Figure 1. Congestion heat map (run 1).
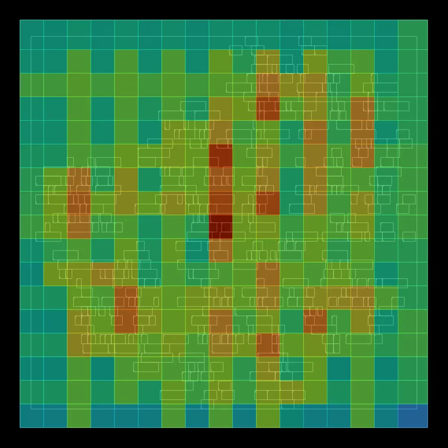
Figure 2. Placement by cell class (run 1).
Scale bar: 20 um.
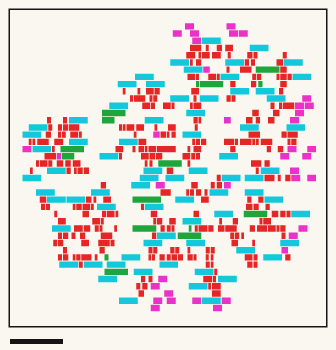
Figure 3. Drive-strength map (run 1).
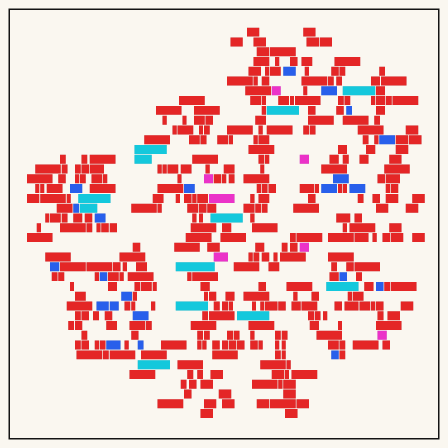
[config.mk]
export PLATFORM = sky130hd
export DESIGN_NAME = control_scheduler
export DESIGN_NICKNAME = d
export VERILOG_FILES = /design/src/rtl/sched_pkg.sv /design/src/rtl/control_scheduler_rate_ticker.sv /design/src/rtl/control_scheduler.sv
export SDC_FILE = /design/constraint.sdc
export NUM_CORES = 1
export LEC_CHECK = 0
export CAP_MARGIN = 10
export CORE_MARGIN = 3
export CORE_UTILIZATION = 25
export DETAILED_ROUTE_END_ITERATION = 7
export HOLD_SLACK_MARGIN = 0.03
export PLACE_DENSITY = 0.43
export SLEW_MARGIN = 40
export SYNTH_ARGS = -nofsm -noshare
export SYNTH_HDL_FRONTEND = slang
export SYNTH_HIERARCHICAL = 1
export SYNTH_SLANG_ARGS = --single-unit
[constraint.sdc]
create_clock -name clk -period 2.22 [get_ports clk]
set_input_delay 0.333 -clock clk [delete_from_list [all_inputs] [get_ports clk]]
set_output_delay 0.333 -clock clk [all_outputs]
set_load 0.03 [all_outputs]
[src/rtl/sched_pkg.sv]
// Shared slot numbering, FSM encoding and the priority pick used by the
// control-loop rate scheduler.
package sched_pkg;

    localparam int NSLOT  = 3;
    localparam int SLOT_W = $clog2(NSLOT);
    localparam int SLOT_H = 0;
    localparam int SLOT_M = 1;
    localparam int SLOT_L = 2;

    typedef enum logic {
        IDLE = 1'b0,
        RUN  = 1'b1
    } sched_state_t;

    typedef logic [NSLOT-1:0] slot_vec_t;

    // Lowest set index has the highest priority (H > M > L).
    function automatic logic [SLOT_W-1:0] lowest_set(input slot_vec_t v);
        lowest_set = SLOT_W'(SLOT_L);
        for (int i = NSLOT - 1; i >= 0; i--) begin
            if (v[i]) lowest_set = SLOT_W'(i);
        end
    endfunction

endpackage

[src/rtl/control_scheduler_rate_ticker.sv]
// Free-running prescaler: one registered single-cycle tick every DIV cycles
// while en is high; en low parks the count at 0.
module rate_ticker #(
    parameter int DIV = 100
) (
    input  logic clk,
    input  logic rst,
    input  logic en,
    output logic tick
);

    localparam int            CW   = $clog2(DIV);
    localparam logic [CW-1:0] LAST = CW'(DIV - 1);

    logic [CW-1:0] cnt;

    always_ff @(posedge clk) begin
        if (rst || !en) begin
            cnt  <= '0;
            tick <= 1'b0;
        end else if (cnt == LAST) begin
            cnt  <= '0;
            tick <= 1'b1;
        end else begin
            cnt  <= cnt + CW'(1);
            tick <= 1'b0;
        end
    end

endmodule

[src/rtl/control_scheduler.sv]
// Rate scheduler: three aligned rate ticks, one pending request per rate,
// non-preemptive fixed-priority grant of a single shared task slot.
//
//   state | meaning
//   IDLE  | no grant; picks highest-priority pending rate if any
//   RUN   | one slot granted; watchdog counts until done or TMO-1
module control_scheduler
    import sched_pkg::*;
#(
    parameter int DIV_H = 100,
    parameter int DIV_M = 1000,
    parameter int DIV_L = 10000,
    parameter int TMO   = 80
) (
    input  logic        clk,
    input  logic        rst,
    input  logic        en,
    input  logic        task_done,
    input  logic        ovr_clr,
    output logic [2:0]  tick,
    output logic [2:0]  task_req,
    output logic        busy,
    output logic [2:0]  ovr,
    output logic [2:0]  tmo,
    output logic [15:0] frame_cnt
);

    localparam int            WW      = $clog2(TMO);
    localparam logic [WW-1:0] WD_LAST = WW'(TMO - 1);

    sched_state_t      state, state_nxt;
    slot_vec_t         pend, pend_nxt;
    slot_vec_t         req_nxt;
    slot_vec_t         ovr_set, tmo_set;
    slot_vec_t         ovr_nxt, tmo_nxt;
    logic [SLOT_W-1:0] sel, sel_nxt;
    logic [WW-1:0]     wdog, wdog_nxt;

    rate_ticker #(.DIV(DIV_H)) u_tick_h (.clk(clk), .rst(rst), .en(en), .tick(tick[SLOT_H]));
    rate_ticker #(.DIV(DIV_M)) u_tick_m (.clk(clk), .rst(rst), .en(en), .tick(tick[SLOT_M]));
    rate_ticker #(.DIV(DIV_L)) u_tick_l (.clk(clk), .rst(rst), .en(en), .tick(tick[SLOT_L]));

    assign busy = (state == RUN);

    always_comb begin
        state_nxt = state;
        pend_nxt  = pend;
        req_nxt   = task_req;
        sel_nxt   = sel;
        wdog_nxt  = wdog;
        ovr_set   = '0;
        tmo_set   = '0;

        // A tick that finds its rate still pending or still running is dropped.
        for (int i = 0; i < NSLOT; i++) begin
            if (tick[i]) begin
                if (pend[i] || task_req[i]) ovr_set[i] = 1'b1;
                else                        pend_nxt[i] = 1'b1;
            end
        end

        case (state)
            IDLE: begin
                if (pend != '0) begin
                    sel_nxt           = lowest_set(pend);
                    pend_nxt[sel_nxt] = 1'b0;
                    req_nxt           = slot_vec_t'(1) << sel_nxt;
                    wdog_nxt          = '0;
                    state_nxt         = RUN;
                end
            end
            RUN: begin
                wdog_nxt = wdog + WW'(1);
                if (task_done) begin
                    req_nxt   = '0;
                    state_nxt = IDLE;
                end else if (wdog == WD_LAST) begin
                    tmo_set[sel] = 1'b1;
                    req_nxt      = '0;
                    state_nxt    = IDLE;
                end
            end
            default: state_nxt = IDLE;
        endcase

        ovr_nxt = (ovr & ~{NSLOT{ovr_clr}}) | ovr_set;
        tmo_nxt = (tmo & ~{NSLOT{ovr_clr}}) | tmo_set;
    end

    always_ff @(posedge clk) begin
        if (rst) begin
            state     <= IDLE;
            pend      <= '0;
            task_req  <= '0;
            sel       <= '0;
            wdog      <= '0;
            ovr       <= '0;
            tmo       <= '0;
            frame_cnt <= '0;
        end else begin
            state    <= state_nxt;
            pend     <= pend_nxt;
            task_req <= req_nxt;
            sel      <= sel_nxt;
            wdog     <= wdog_nxt;
            ovr      <= ovr_nxt;
            tmo      <= tmo_nxt;
            if (tick[SLOT_L]) frame_cnt <= frame_cnt + 16'd1;
        end
    end

endmodule

==> flow_summary.json, run 1 <==
{
  "ctsResizeCount": 0,
  "antenna-diode-count": 0,
  "synth_warnings": 6,
  "crit_family": "buffers and inverters",
  "synth_cell_types": 56,
  "mostFrequentLayoutCell": "dfxtp_1",
  "layout_top_cells": "dfxtp_1, nor2_1, clkdlybuf4s50_1",
  "dp_hpwl_um": 4740,
  "aoi_share_pct": 12.6,
  "cp-start-kind": "flop",
  "ys_cells": 355,
  "cts-root-buf": "clkbuf_16",
  "fp.dieW_um": 119,
  "numCtsBuffers": 9,
  "antenna_left": 0,
  "die_area_um2": 14200,
  "clockBufferDepth": 2,
  "port_buffers": 33,
  "irDropWorstVdd_mv": 0.361,
  "cts.reportedPaths.clkPinSlew_ns": 0.05,
  "synth_top_area_share_pct": 45.1,
  "vias_per_cell": 4.65,
  "yosysSeqAreaShare_pct": 45.1,
  "top_cell": "dfxtp_1",
  "status": "finished, final reports clean",
  "clock_latency_ns": 0.33,
  "cp_slowest_cell": "clkdlybuf4s50_1",
  "io_pins": 34,
  "fillers": 1282,
  "syn_nets": 366,
  "cts_hold_buf": 0,
  "grt_max_degree": 22,
  "dr.pass1.iters": 4,
  "edf_count": 0,
  "common_cells": "dfxtp_1, nor2_1, a21oi_1",
  "cts_tree": "yes",
  "ys_sh_simple_pct": 28.5,
  "worst_setup_path_end_kind": "output port",
  "crit_type": "flop to output port",
  "num-nets-final": 401,
  "htreeDepth": 3,
  "totalWireLength_um": 6960,
  "tns_ns": 0,
  "cp_cell_sequence": "clkdlybuf4s50_1",
  "clock_skew_ns": 0.00663,
  "final.min_clock_period_ns": 1.96,
  "die_h_um": 119,
  "synth-main-ff-cell": "dfxtp_1",
  "setup_violations": 0,
  "drc": 0,
  "top_logic_kind": "simple AND/OR/NAND/NOR gates",
  "cp.arrival_ns": 1.63,
  "finalMaxSlewViolations": 0,
  "place.gp.congestion": 0.737,
  "rows": 40,
  "antenna_found_initial": 0,
  "synthCells": 355,
  "cts.sinks": 72,
  "finalClockPeriodUsage_pct": 88.2,
  "hold_class": "input pin to flop",
  "slew_headroom_pct": 57.5,
  "syn_avg_cell_area_um2": 9.00,
  "cp_max_fo": 9,
  "first_global_vias": 2474,
  "fin_ws_ns": 0.261,
  "core_um2": 12300,
  "drv_cap": 0,
  "grt_pass1_wl_um": 12300,
  "yosys_area_um2": 3190,
  "warnings": 27,
  "holdWs_ns": 0.400,
  "synth_adder_area_share_pct": 2.35,
  "area_delta_synth_final_pct": 24.9,
  "topCellsByArea": "dfxtp_1, nor2_1, a21oi_1, xor2_1, o21ai_0",
  "ys_sh_mux_pct": 2.04,
  "drt_iter0_markers": 126,
  "required_ns": 1.89,
  "final_hold_viol_count": 0,
  "syn_area_um2": 3190,
  "rsz0062_at_grt": "false",
  "worst_slew_pin_slew_ns": 0.631,
  "ys_sh_xor_pct": 5.76,
  "gr-total-overflow": 0,
  "via_count": 2618,
  "path_buffers": 1,
  "pre_cts_slack_ns": 0.459,
  "max_stage_delay_ns": 0.75,
  "ys_seq_elements": 72,
  "yosysTopAreaCell": "dfxtp_1",
  "leakagePower_nw": 1.29,
  "drive_gt1_share_pct": 10.4,
  "layout.area.seq_um2": 1440,
  "logic_area_um2": 1640,
  "ys_async_sr_fraction_pct": 0,
  "initCoreUtil_pct": 26.1,
  "fmax_mhz": 510,
  "power.density_nw_per_um2": 701,
  "post-cts-setup-buffer-count": 0
}
Notes on Figure 1 above:
Top Usage Layer GRT: met2
DR WL/cell: 12.4 um
met1 Resource Use GR: 13.6%
total track usage: 10.7%

Notes on Figure 2 above:
| color | class | cells |
|---|---|---|
| cyan | registers | 72 |
| green | clock drivers and dummy loads | 16 |
| red | remaining logic cells | 269 |
| magenta | remaining buffers and delay cells | 38 |

Notes on Figure 3 above:
| color | size | cells | share |
|---|---|---|---|
| red | x1 and smaller | 354 | 90% |
| cyan | x6 and larger | 12 | 3.0% |
| magenta | x3 and x4 | 7 | 1.8% |
| blue | x2 | 22 | 5.6% |

## run 1: routing by layer
| metal | wire length, um | GRT usage (%) | vias up |
|---|---|---|---|
| met3 | 321 | 4.13 | 11 |
| met1 | 3380 | 13.6 | 1233 |
| met2 | 3140 | 16.1 | 30 |
| li1 | - | - | 1344 |
| met4 | 108 | 4.56 | 0 |
| met5 | 0 | 0 | - |
## run 1: final timing paths
check                  start  cells past startpoint  slack (ns)          endpoint
max            u_tick_l/tick                      1        0.26           tick[2]
min                      rst                      2        0.40            sel[1]
max reg2reg  u_tick_l/cnt[5]                      4        0.43  u_tick_l/cnt[13]
min reg2reg           tmo[2]                      1        0.47            tmo[2]
## run 1: power by group
part | internal (mW) | switching [mW]
sequential | 1.30 | 0.00552
clock | 0.927 | 0.515
combinational | 0.0184 | 0.0326
## run 1: layout make-up
class | count | area share, %
Multi-Input combinational cell | 259 | 41.0
Inverter | 10 | 0.941
Clock inverter | 3 | 1.00
Tap cell | 168 | 5.27
Timing Repair Buffer | 38 | 9.09
Sequential cell | 72 | 36.1
Clock buffer | 13 | 6.52
## run 1: flip-flops by register name (all words and copies together) (netlist names)
register and cells:
busy 1, u_tick_m/tick 1, u_tick_l/cnt 14, u_tick_l/tick 1
wdog 7, u_tick_h/cnt 7, ovr 3, frame_cnt 16
u_tick_h/tick 1, tmo 3, task_req 3, sel 2
u_tick_m/cnt 10, pend 3
## run 1: stage by stage
step	cell area, um2	total power [mW]	util, %	cells
floorplan	3190	1.36	-	355
finish	3990	2.80	32.5	563
detailed placement	3690	1.38	30.1	547
global placement	3690	1.38	30.1	547
CTS	3990	2.87	32.5	563
global route	3990	2.94	32.5	563
Figure 4. Signal metal coverage by tile (run 1).
Scale bar: 20 um. 24 x 24 tiles, from dark purple (low) to yellow (high), scaled to the fullest tile. Values are wire area over tile area, all layers added.
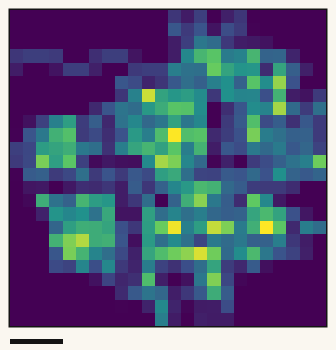

==> run 1 -> run 2 <==
--- a/config.mk
+++ b/config.mk
@@ -11,6 +11,7 @@
 export DETAILED_ROUTE_END_ITERATION = 7
 export HOLD_SLACK_MARGIN = 0.03
 export PLACE_DENSITY = 0.43
+export SETUP_SLACK_MARGIN = 0.5
 export SLEW_MARGIN = 40
 export SYNTH_ARGS = -nofsm -noshare
 export SYNTH_HDL_FRONTEND = slang
Figure 5. Signal metal coverage by tile (run 2).
Scale bar: 20 um. 24 x 24 tiles, from dark purple (low) to yellow (high), scaled to the fullest tile. Values are wire area over tile area, all layers added.
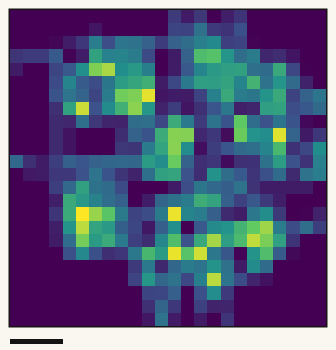
densest ninth of the die: center
tiles over half the peak: 15%
nearly empty tiles: 34%
fullest tile: 0.34
emptiest ninth of the die: lower left
mean over tiles: 0.077
DR WL/cell: 12.4 um
DRT Wirelength: 7010 um
total track usage: 10.1%
via count: 2591

Figure 6. Port wiring (run 2).
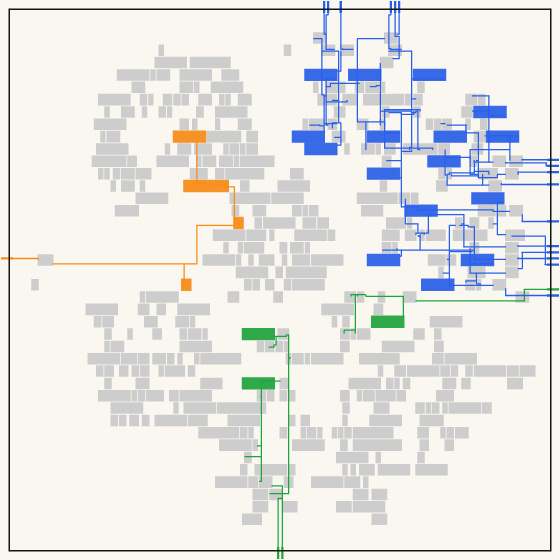
| color | port | direction | end cells | buffers | wire |
|---|---|---|---|---|---|
| green | `task_req` | output | 3 | 3 | 168 um |
| orange | `en` | input | 5 | 1 | 85.5 um |
| blue | `frame_cnt` | output | 16 | 16 | 721 um |
# port buffers: 33
io pins: 34

Figure 7. Drive-strength map (run 2).
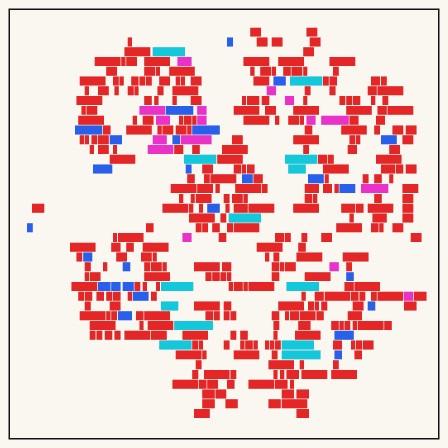
| color | size | cells | share |
|---|---|---|---|
| magenta | x3 and x4 | 16 | 4.0% |
| blue | x2 | 26 | 6.5% |
| cyan | x6 and larger | 13 | 3.3% |
| red | x1 and smaller | 343 | 86% |
Final Instance Area: 4080 um2
non-clock buffer count in the final layout: 41
final worst slack: 0.539 ns

==> flow_summary.json, run 2 <==
{
  "ys_async_sr_fraction_pct": 0,
  "power.density_nw_per_um2": 715,
  "cp_cell_sequence": "or4_4, or4_4, nand3b_4, nor2_1",
  "warnings": 28,
  "antenna_left": 0,
  "htreeDepth": 3,
  "syn_avg_cell_area_um2": 9.00,
  "yosysTopAreaCell": "dfxtp_1",
  "wl_met1_um": 3450,
  "vias_per_cell": 4.58,
  "clockBufferDepth": 2,
  "worst_setup_path_end_kind": "flop",
  "cp.arrival_ns": 1.90,
  "largestRegisters": "frame_cnt: 16 flops, u_tick_l/cnt: 14 flops, u_tick_m/cnt: 10 flops",
  "rows": 40,
  "antenna-diode-count": 0,
  "rrSetupSlack_ns": 0.54,
  "p_seq_share_pct": 44.7,
  "dp_hpwl_um": 4670,
  "clock_latency_ns": 0.33,
  "max_stage_delay_ns": 0.54,
  "holdPathStages": 1,
  "cts_tree": "yes",
  "dr.pass1.iters": 5,
  "die_h_um": 119,
  "cts.reportedPaths.clkPinSlew_ns": 0.05,
  "met3WireLength_um": 307,
  "initCoreUtil_pct": 26.1,
  "rr_startpoint": "u_tick_l/cnt[7]",
  "synth-main-ff-cell": "dfxtp_1",
  "pre_cts_slack_ns": 0.469,
  "power_clock_mw": 1.56,
  "ys_cells": 355,
  "p_switching_mw": 0.561,
  "hold_class": "flop to flop",
  "setup_violations": 0,
  "use_met2_pct": 14.8,
  "r2r_cells": 4,
  "power-top-group": "clock",
  "combinationalPowerShare_pct": 1.9,
  "powerComb_mw": 0.0563,
  "required_ns": 2.44,
  "highest_layer": "met4",
  "layout_top_cells": "dfxtp_1, nor2_1, a21oi_1",
  "synth_warnings": 6,
  "irDropWorstVdd_mv": 0.341,
  "cp_slowest_cell": "or4_4",
  "holdWs_ns": 0.440,
  "rsz0062_at_grt": "true",
  "top_register": "frame_cnt",
  "status": "finished, final reports clean",
  "clockPowerShare_pct": 53.4,
  "mostFrequentLayoutCell": "dfxtp_1",
  "die_area_um2": 14200,
  "use_met1_pct": 13.4,
  "dr_wl_met2_um": 3190,
  "top_cell": "dfxtp_1",
  "num-nets-final": 405,
  "drt_iter0_markers": 171,
  "fp.dieW_um": 119,
  "edf_count": 0,
  "switching_share_pct": 19.3,
  "antenna_found_initial": 0,
  "first_global_vias": 2335,
  "finalClockPeriodUsage_pct": 75.7,
  "drc": 0,
  "finalMaxSlewViolations": 0,
  "gr-total-overflow": 0,
  "p_int_mw": 2.35,
  "topCellsByArea": "dfxtp_1, nor2_1, a21oi_1, xor2_1, o21ai_0",
  "final_hold_viol_count": 0,
  "utilization_pct": 33.2,
  "syn_area_um2": 3190,
  "top_usage_layer": "met2",
  "ys_seq_elements": 72,
  "min_to": "u_tick_l/cnt[0]",
  "yosys_area_um2": 3190,
  "largest_reg_flops": 16,
  "drive_gt1_share_pct": 13.8,
  "grt_pass1_wl_um": 11600,
  "cts-root-buf": "clkbuf_16",
  "yosysSeqAreaShare_pct": 45.1,
  "cts.sinks": 72,
  "crit_type": "flop to flop",
  "place.gp.congestion": 0.762,
  "synth_cell_types": 56,
  "fmax_mhz": 595,
  "core_um2": 12300,
  "hp-start": "u_tick_l/cnt[0]",
  "r2r-end": "u_tick_l/cnt[9]",
  "slew_headroom_pct": 58.9,
  "common_cells": "dfxtp_1, nor2_1, a21oi_1",
  "tns_ns": 0,
  "clock_skew_ns": 0.00567,
  "drv_cap": 0,
  "cp-start-kind": "flop",
  "worst_slew_pin_slew_ns": 0.612,
  "final.min_clock_period_ns": 1.68,
  "cp_max_fo": 7,
  "synth_top_area_share_pct": 45.1,
  "seq-power_mw": 1.30,
  "synthCells": 355,
  "area_delta_synth_final_pct": 27.6,
  "use_met3_pct": 4.04,
  "syn_nets": 366,
  "leakagePower_nw": 1.48,
  "grt_max_degree": 25
}
run 2: cell counts after synthesis:
Identical to the previous run, type by type.
run 2: repair_timing:
action / in CTS / in global routing
setup buffers: 2 / 2
endpoints found under the setup margin: 36 / 28
pin swaps: 1 / 0
hold buffers: 0 / 0
gates cloned: 0 / 1
gates resized: 22 / 18
run 2: cell type report:
type | count | area (um2)
fill | 1269 | 8190
timing repair buffer | 41 | 360
sequential | 72 | 1450
multi-input combinational | 260 | 1700
clock buffer | 12 | 256
tap | 168 | 210
inverter | 10 | 37.5
clock inverter | 3 | 65.1
run 2: worst max-delay path by stage:
stage / endpoint / start
floorplan: frame_cnt[14] / frame_cnt[0]
global placement: tmo[1] / task_done
detailed placement: u_tick_l/cnt[2] / u_tick_l/cnt[0]
CTS: u_tick_l/cnt[9] / u_tick_l/cnt[4]
global route: u_tick_l/cnt[8] / u_tick_l/cnt[7]
finish: u_tick_l/cnt[9] / u_tick_l/cnt[7]
run 2: cells by family (layout without fill, tap and decap cells):
kind of cell               after synthesis  in the layout  synth area share, %
DFF                                     72             72                 45.1
AOI/OAI and AO/OA                       66             66                 12.6
and+or+nand+nor                        160            161                 28.5
buffers and inverters                   24             66                 3.60
xor gates and xnor gates                21             21                 5.76
muxes                                    6              6                 2.04
adders and majority gates                6              6                 2.35
run 2: worst max-delay path: cells and delay by family, from the launching register on:
kind          cells  cell delay (ns)
flops             1             0.33
simple gates      4             1.25
run 2: through the flow:
stage	cell area, um2	cells
after CTS	4000	563
final	4080	566
after floorplan	3190	355
after global placement	3680	546
after detailed placement	3680	546
after global routing	4080	566
Figure 8. Placement by cell class (run 2).
Scale bar: 20 um.
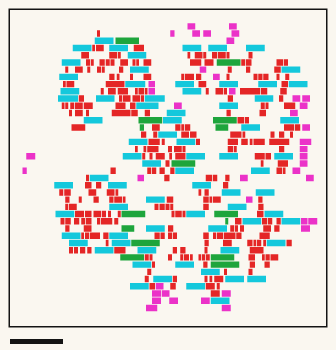

==> run 2 -> run 3 <==
--- a/config.mk
+++ b/config.mk
@@ -10,7 +10,7 @@
 export CORE_UTILIZATION = 25
 export DETAILED_ROUTE_END_ITERATION = 7
 export HOLD_SLACK_MARGIN = 0.03
-export PLACE_DENSITY = 0.43
+export PLACE_DENSITY = 0.44
 export SETUP_SLACK_MARGIN = 0.5
 export SLEW_MARGIN = 40
 export SYNTH_ARGS = -nofsm -noshare
==> constraint.sdc (replaced) <==
create_clock -name clk -period 1.44 [get_ports clk]
set_input_delay 0.216 -clock clk [delete_from_list [all_inputs] [get_ports clk]]
set_output_delay 0.216 -clock clk [all_outputs]
set_load 0.03 [all_outputs]
Figure 9. Placement by cell class (run 3).
Scale bar: 20 um.
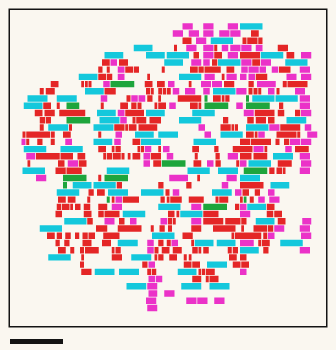
| color | class | cells |
|---|---|---|
| green | clock drivers and dummy loads | 15 |
| red | remaining logic cells | 271 |
| magenta | remaining buffers and delay cells | 125 |
| cyan | registers | 72 |
Final Instance Area: 5480 um2
fin util: 44.7%
Seq area share: 29.0%

Figure 10. Drive-strength map (run 3).
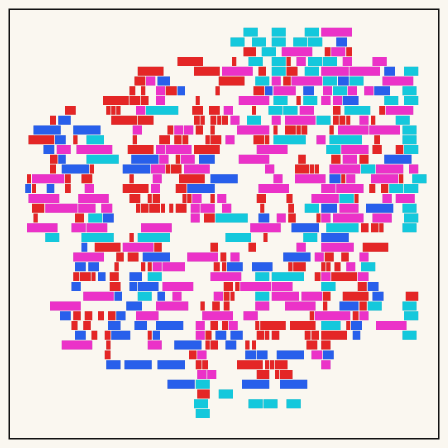
| color | size | cells | share |
|---|---|---|---|
| cyan | x6 and larger | 76 | 16% |
| magenta | x3 and x4 | 131 | 27% |
| red | x1 and smaller | 203 | 42% |
| blue | x2 | 73 | 15% |
Synth-to-Final Area Change: 71.6%
non-clock buffer count in the final layout: 125
final worst slack: -0.181 ns

==> flow_summary.json, run 3 <==
{
  "holdWs_ns": 0.398,
  "synth_top_area_share_pct": 45.1,
  "rsz0062_at_grt": "true",
  "syn_area_um2": 3190,
  "placed_cell_area_um2": 4140,
  "wl_met1_um": 3860,
  "slew_headroom_pct": 77.2,
  "antenna-diode-count": 0,
  "synth_warnings": 6,
  "clock_skew_ns": 0.00512,
  "die_area_um2": 14200,
  "mostFrequentLayoutCell": "buf_6",
  "syn_avg_cell_area_um2": 9.00,
  "yosysTopAreaCell": "dfxtp_1",
  "worst_setup_path_end_kind": "flop",
  "edf_count": 0,
  "holdPathStages": 3,
  "highest_layer": "met4",
  "cts.sinks": 72,
  "crit_start": "u_tick_l/cnt[12]",
  "status": "complete, but fails checks",
  "drv_cap": 0,
  "antenna_left": 0,
  "syn_nets": 366,
  "placed_cells": 571,
  "drt_iter0_markers": 70,
  "synth-main-ff-cell": "dfxtp_1",
  "cp_max_fo": 7,
  "synth_cell_types": 56,
  "vias_per_cell": 4.67,
  "initCoreUtil_pct": 26.1,
  "min_to": "wdog[0]",
  "core_um2": 12300,
  "yosys_area_um2": 3190,
  "cts-root-buf": "clkbuf_16",
  "grt_pass1_wl_um": 14300,
  "max_stage_delay_ns": 0.51,
  "common_cells": "dfxtp_1, nor2_1, a21oi_1",
  "place.gp.congestion": 0.771,
  "layout.area.seq_um2": 1590,
  "dr_wl_met2_um": 4300,
  "rows": 40,
  "setup_violations": 15,
  "fin_ws_ns": -0.181,
  "clock_latency_ns": 0.33,
  "drc": 0,
  "cp_common_cell": "or4_4",
  "ys_cells": 355,
  "r2r-end": "u_tick_l/cnt[3]",
  "gr-total-overflow": 0,
  "dp_hpwl_um": 5200,
  "first_global_vias": 2984,
  "worst_slew_pin_slew_ns": 0.339,
  "drive_gt1_share_pct": 58.0,
  "violations": "negative setup slack",
  "warnings": 30,
  "pre_cts_slack_ns": -0.214,
  "io_pins": 34,
  "finalClockPeriodUsage_pct": 113,
  "yosysSeqAreaShare_pct": 45.1,
  "grt_max_degree": 25,
  "hold_class": "input pin to flop",
  "totalWireLength_um": 8540,
  "cp-start-kind": "flop",
  "synthCells": 355,
  "cts.reportedPaths.clkPinSlew_ns": 0.05,
  "cp_cell_sequence": "or4_4, or4_4, nand3b_4, nor2_1",
  "largestRegisters": "frame_cnt: 16 flops, u_tick_l/cnt: 14 flops, u_tick_m/cnt: 10 flops",
  "layout_top_cells": "buf_6, buf_4, nor2_1",
  "clockBufferDepth": 2,
  "dr.pass1.iters": 4,
  "leakagePower_nw": 2.03,
  "largest_reg_flops": 16,
  "power.density_nw_per_um2": 743,
  "antenna_found_initial": 0,
  "cp.arrival_ns": 1.84,
  "crit_type": "flop to flop",
  "logic_area_um2": 2170,
  "finalMaxSlewViolations": 0,
  "cts_tree": "yes",
  "rr_startpoint": "u_tick_l/cnt[12]",
  "tns_ns": -2.54,
  "fp.dieW_um": 119,
  "cts_hold_buf": 0,
  "p_total_mw": 4.07,
  "final.min_clock_period_ns": 1.62,
  "top_cell": "dfxtp_1",
  "ys_seq_elements": 72,
  "fin_cells": 651,
  "topCellsByArea": "dfxtp_1, nor2_1, a21oi_1, xor2_1, o21ai_0",
  "final_hold_viol_count": 0,
  "top_register": "frame_cnt",
  "ys_async_sr_fraction_pct": 0,
  "met3WireLength_um": 246,
  "cp_slowest_cell": "or4_4"
}
Figure 11. Signal metal coverage by tile (run 3).
Scale bar: 20 um. 24 x 24 tiles, from dark purple (low) to yellow (high), scaled to the fullest tile. Values are wire area over tile area, all layers added.
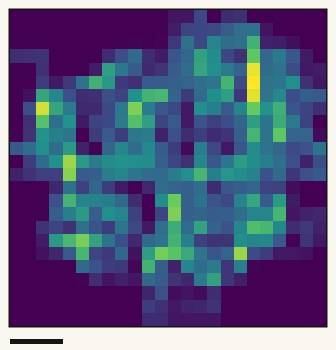
fullest tile: 0.41
mean over tiles: 0.093
emptiest ninth of the die: lower left
DR WL/cell: 13.1 um
total track usage: 12.3%
via count: 3043

run 3: worst max-delay path: cells and delay by family (launching register included):
kind	cells	cell delay [ns]
and+or+nand+nor	4	1.20
DFF	1	0.31
run 3: layout make-up:
type,count,share of cell area (%)
multi-input cells,261,39.7
flip-flops and latches,72,29.0
repair buffers,125,22.1
clock buffers,14,4.63
well taps,168,3.83
inverters,10,0.685
clock inverters,1,0.0913
run 3: how the worst max path moves through the flow:
stage | end | cells past startpoint
6_report | u_tick_l/cnt[3] | 4
3_5_place_dp | u_tick_l/cnt[2] | 4
2_1_floorplan | u_tick_l/cnt[12] | 5
4_1_cts | u_tick_l/cnt[2] | 4
3_3_place_gp | u_tick_l/cnt[1] | 4
5_1_grt | u_tick_l/cnt[7] | 4
run 3: where the power goes:
group          switching, mW  internal (mW)
sequential            0.0121           1.94
combinational         0.0699         0.0548
clock                  0.789           1.20
total                  0.871           3.20
run 3: metal layers:
metal	vias up	GRT usage, %
li1	1528	-
met1	1467	14.9
met2	37	20.8
met3	11	3.23
met4	0	4.49
met5	-	0
run 3: repair_timing:
| item | CTS | global route |
|---|---|---|
| pin swaps | 43 | 35 |
| gates cloned | 2 | 0 |
| buffers inserted | 48 | 15 |
| gates resized | 290 | 53 |
| endpoints found under the setup margin | 94 | 97 |
run 3: cells by family (layout without fill, tap and decap cells):
| logic type | after synthesis | in the layout | synth area share (%) |
|---|---|---|---|
| simple gates | 160 | 162 | 28.5 |
| fa+ha+maj | 6 | 6 | 2.35 |
| compound gates | 66 | 66 | 12.6 |
| mux | 6 | 6 | 2.04 |
| buf+inv | 24 | 150 | 3.60 |
| flops | 72 | 72 | 45.1 |
| xor+xnor | 21 | 21 | 5.76 |
No activity file was given, so power comes from the tool's default toggle rates.
